## config.mk

```make
export PLATFORM = sky130hd
export DESIGN_NAME = inst_fetch
export DESIGN_NICKNAME = d
export VERILOG_FILES = /design/src/rtl/inst_fetch_pkg.sv /design/src/rtl/inst_fetch_if_id_reg.sv /design/src/rtl/inst_fetch.sv
export SDC_FILE = /design/constraint.sdc
export NUM_CORES = 1
export LEC_CHECK = 0
export CAP_MARGIN = 20
export CORE_MARGIN = 2
export CORE_UTILIZATION = 42
export CTS_BUF_LIST = sky130_fd_sc_hd__clkbuf_8
export CTS_CLUSTER_DIAMETER = 200
export DETAILED_ROUTE_END_ITERATION = 12
export HOLD_SLACK_MARGIN = 0.02
export PLACE_DENSITY_LB_ADDON = 0.3
export SYNTH_ARGS = -nofsm -noshare
export SYNTH_HDL_FRONTEND = slang
export SYNTH_SLANG_ARGS = --single-unit
export TNS_END_PERCENT = 1
```

## constraint.sdc

```tcl
create_clock -name clk -period 1.9 [get_ports clk]
set_clock_uncertainty 0.1 [all_clocks]
set_input_delay 0.38 -clock clk [delete_from_list [all_inputs] [get_ports clk]]
set_output_delay 0.38 -clock clk [all_outputs]
set_load 0.005 [all_outputs]
```

## src/rtl/inst_fetch_pkg.sv

```systemverilog
// Shared pipeline definitions for the fetch stage: FSM states, the
// instruction width and the NOP encoding used for bubbles.
package inst_fetch_pkg;

    localparam int          INSTR_W   = 32;
    localparam logic [31:0] NOP_INSTR = 32'h0000_0000;

    typedef enum logic [1:0] {
        ST_BOOT = 2'd0,
        ST_RUN  = 2'd1,
        ST_HOLD = 2'd2
    } fetch_state_e;

    // Redirect targets are byte addresses; fetch is word-granular.
    function automatic logic [31:0] word_align(input logic [31:0] addr);
        return {addr[31:2], 2'b00};
    endfunction

endpackage

```

## src/rtl/inst_fetch_if_id_reg.sv

```systemverilog
// IF/ID pipeline register. Flush inserts a bubble, load captures a new
// fetch result, and with neither asserted the contents hold.
module if_id_reg
    import inst_fetch_pkg::*;
(
    input  logic               clk,
    input  logic               reset,
    input  logic               load_i,
    input  logic               flush_i,
    input  logic [INSTR_W-1:0] instr_i,
    input  logic [31:0]        pc4_i,
    input  logic               valid_i,
    output logic [INSTR_W-1:0] instr_o,
    output logic [31:0]        pc4_o,
    output logic               valid_o
);

    logic [INSTR_W-1:0] instr_q;
    logic [31:0]        pc4_q;
    logic               valid_q;

    // Flush has priority over load so a redirect always leaves a bubble.
    always_ff @(posedge clk or negedge reset) begin
        if (!reset) begin
            instr_q <= NOP_INSTR;
            pc4_q   <= 32'd0;
            valid_q <= 1'b0;
        end else if (flush_i) begin
            instr_q <= NOP_INSTR;
            pc4_q   <= 32'd0;
            valid_q <= 1'b0;
        end else if (load_i) begin
            instr_q <= instr_i;
            pc4_q   <= pc4_i;
            valid_q <= valid_i;
        end
    end

    assign instr_o = instr_q;
    assign pc4_o   = pc4_q;
    assign valid_o = valid_q;

endmodule

```

## src/rtl/inst_fetch.sv

```systemverilog
// Instruction fetch stage: PC register, next-PC selection with
// branch > jump > stall > sequential priority, bounds checking of the
// instruction-memory window and a count of valid fetches.
module inst_fetch
    import inst_fetch_pkg::*;
#(
    parameter logic [31:0] RESET_PC   = 32'h0000_0000,
    parameter int          IMEM_BYTES = 32
) (
    input  logic               clk,
    input  logic               reset,
    output logic [31:0]        pc_o,
    input  logic [INSTR_W-1:0] instr_i,
    input  logic               stall_i,
    input  logic               branch_taken_i,
    input  logic [31:0]        branch_target_i,
    input  logic               jump_i,
    input  logic [31:0]        jump_target_i,
    output logic [INSTR_W-1:0] if_id_instr_o,
    output logic [31:0]        if_id_pc4_o,
    output logic               if_id_valid_o,
    output logic               fetch_oob_o,
    output logic [31:0]        fetch_count_o
);

    localparam logic [31:0] IMEM_LIMIT = 32'(IMEM_BYTES);

    fetch_state_e       state_q, state_d;
    logic [31:0]        pc_q, pc_d;
    logic               oob_q, oob_d;
    logic [31:0]        count_q, count_d;
    logic [31:0]        pc_plus4;
    logic               ifid_load;
    logic               ifid_flush;
    logic [INSTR_W-1:0] cap_instr;
    logic               cap_valid;

    // Wraps naturally at 2^32.
    assign pc_plus4 = pc_q + 32'd4;

    // State, PC, sticky out-of-bounds flag and fetch counter.
    always_ff @(posedge clk or negedge reset) begin
        if (!reset) begin
            state_q <= ST_BOOT;
            pc_q    <= RESET_PC;
            oob_q   <= 1'b0;
            count_q <= 32'd0;
        end else begin
            state_q <= state_d;
            pc_q    <= pc_d;
            oob_q   <= oob_d;
            count_q <= count_d;
        end
    end

    // Next-state, next-PC and IF/ID control decisions.
    always_comb begin
        state_d    = state_q;
        pc_d       = pc_q;
        oob_d      = oob_q;
        count_d    = count_q;
        ifid_load  = 1'b0;
        ifid_flush = 1'b0;
        cap_instr  = instr_i;
        cap_valid  = 1'b1;
        case (state_q)
            ST_BOOT: begin
                // First edge after reset only arms the pipeline.
                state_d = ST_RUN;
            end
            ST_RUN, ST_HOLD: begin
                if (branch_taken_i) begin
                    pc_d       = word_align(branch_target_i);
                    ifid_flush = 1'b1;
                    state_d    = ST_RUN;
                end else if (jump_i) begin
                    pc_d       = word_align(jump_target_i);
                    ifid_flush = 1'b1;
                    state_d    = ST_RUN;
                end else if (stall_i) begin
                    state_d = ST_HOLD;
                end else begin
                    pc_d      = pc_plus4;
                    state_d   = ST_RUN;
                    ifid_load = 1'b1;
                    if (pc_q >= IMEM_LIMIT) begin
                        // Outside the window: keep advancing but deliver a bubble.
                        cap_instr = NOP_INSTR;
                        cap_valid = 1'b0;
                        oob_d     = 1'b1;
                    end else begin
                        count_d = count_q + 32'd1;
                    end
                end
            end
            default: begin
                state_d = ST_BOOT;
            end
        endcase
    end

    if_id_reg u_if_id_reg (
        .clk     (clk),
        .reset   (reset),
        .load_i  (ifid_load),
        .flush_i (ifid_flush),
        .instr_i (cap_instr),
        .pc4_i   (pc_plus4),
        .valid_i (cap_valid),
        .instr_o (if_id_instr_o),
        .pc4_o   (if_id_pc4_o),
        .valid_o (if_id_valid_o)
    );

    assign pc_o          = pc_q;
    assign fetch_oob_o   = oob_q;
    assign fetch_count_o = count_q;

endmodule

```

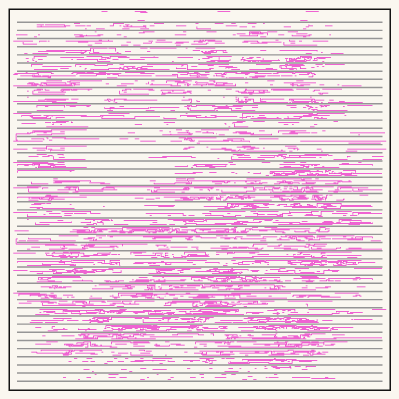
layer_met1.png
Drawn at 3 px/micron. Supply wires on this layer in grey.
main direction: horizontal
share of all routed wire: 40%
wire length on this layer: 8,150 microns
longest straight run: 49.2 microns
nets with wire on the layer: 860
met1 Use GR: 31.71%
DRT Wirelength: 20,160 microns
vias: 5,967

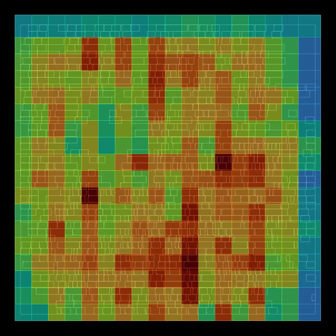
congestion.png
GR met3 Demand/Resource: 7.086%
GRT Resource Usage Total: 24.82%
Util after Layout: 69.09%
GRT met2 Usage: 39.98%
GR peak layer: met2

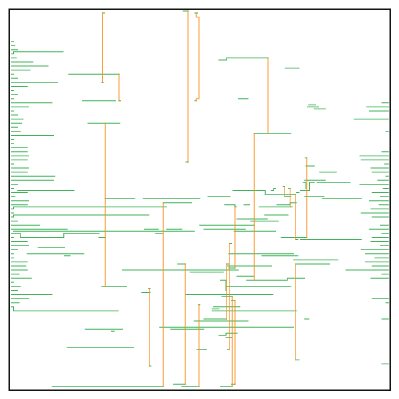
wires.png
Drawn at 3 px/micron. Only two layers are drawn.
[orange] metal 4 | wire length: 611 microns
[green] metal 3 | wire length: 1,600 microns
DR WL/cell: 18.66 microns

==> flow_summary.json <==
{
  "cp_num_cells": 8,
  "die.size.y_microns": 126.5,
  "portBuffers": 224,
  "initCoreUtil_pct": 43.18,
  "post-synth-top-count-cell": "dfrtp_1",
  "compound_area_share_pct": 16.88,
  "grt_max_degree": 90,
  "yosys_area_sq_um": 6300,
  "layout_setup_ws_ns": -0.1588,
  "startpoint_type": "register",
  "mostFrequentLayoutCell": "clkdlybuf4s50_1",
  "hold_end": "pc_o[24]",
  "reg2reg_depth": 8,
  "xor_share_pct": 7.229,
  "max_slew.worst_pin.slew_ns": 0.5247,
  "layout-drive-gt1-share_pct": 20.54,
  "grt_pass1_wl_microns": 31500,
  "worstPathCellList": "nor4_2, buf_4, nand3_2, buf_6, nor4b_4, buf_12, nand4_1, xnor2_1",
  "violations": "negative setup slack",
  "path_max_fanout": 15,
  "top_logic_kind": "simple AND/OR/NAND/NOR gates",
  "cp-startpoint": "pc_o[15]",
  "viasPerCell": 5.525,
  "drtIter0Drc": 433,
  "r2r_start": "pc_o[15]",
  "setup_viol": 68,
  "status": "finished, violations left",
  "syn_area_per_cell_sq_um": 10.70
}
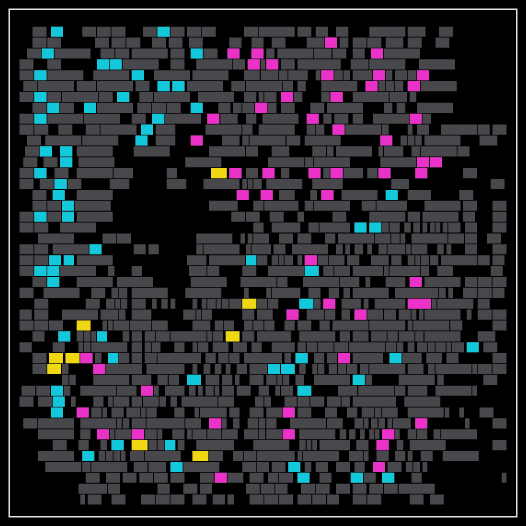
logic_types.png
Drawn at 4 px/micron.
[yellow] mux cells | cells: 9 | most used: mux2i_1
[magenta] xor and xnor cells | cells: 52 | most used: xnor2_1
[cyan] non-inverting ao/oa cells | cells: 62 | most used: a22o_1 | where: all over the die

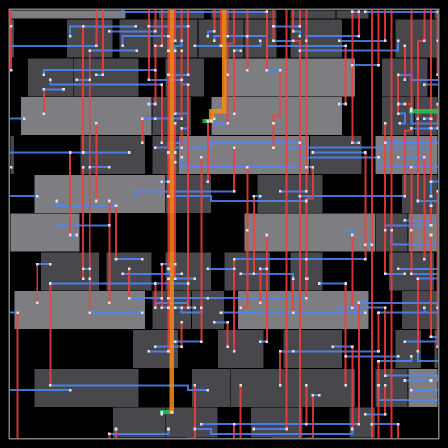
detail.png
Region (48, 74) to (78, 104) microns. Cells in grey, sequential cells in the stronger grey; small squares are vias.
[orange] metal 4
[red] metal 2
[blue] metal 1
[green] metal 3
netlist names of flops here include: fetch_count_o (9)
sequential cells in the window: 9
most frequent: dfrtp_1 (9), xnor2_1 (7)
cells with their middle in the window: 51

[layout make-up]
class	instances	area, sq um	share of cell area, %
Inverter	9	33.78	0.3352
Clock buffer	22	302.8	3.004
Sequential cell	129	3234	32.09
Tap cell	184	230.2	2.284
Multi-Input combinational cell	409	3049	30.25
Clock inverter	10	155.1	1.539
Timing Repair Buffer	317	3074	30.50
[per-layer routing]
metal / wire, microns / vias up / global-route usage, %
met5: 0 / - / 0
met2: 9799 / 289 / 39.98
met1: 8151 / 2889 / 31.71
li1: - / 2744 / -
met4: 611 / 0 / 9.890
met3: 1595 / 45 / 7.086
[power by group]
part / switching (mW) / total (mW) / leakage, nW / internal, mW
Clock: 1.06 / 2.65 / 0.236 / 1.60
Combinational: 2.26 / 4.57 / 2.78 / 2.30
Sequential: 0.532 / 3.75 / 1.72 / 3.22
Power figures rest on the tool's default switching activity, not on a simulated workload.
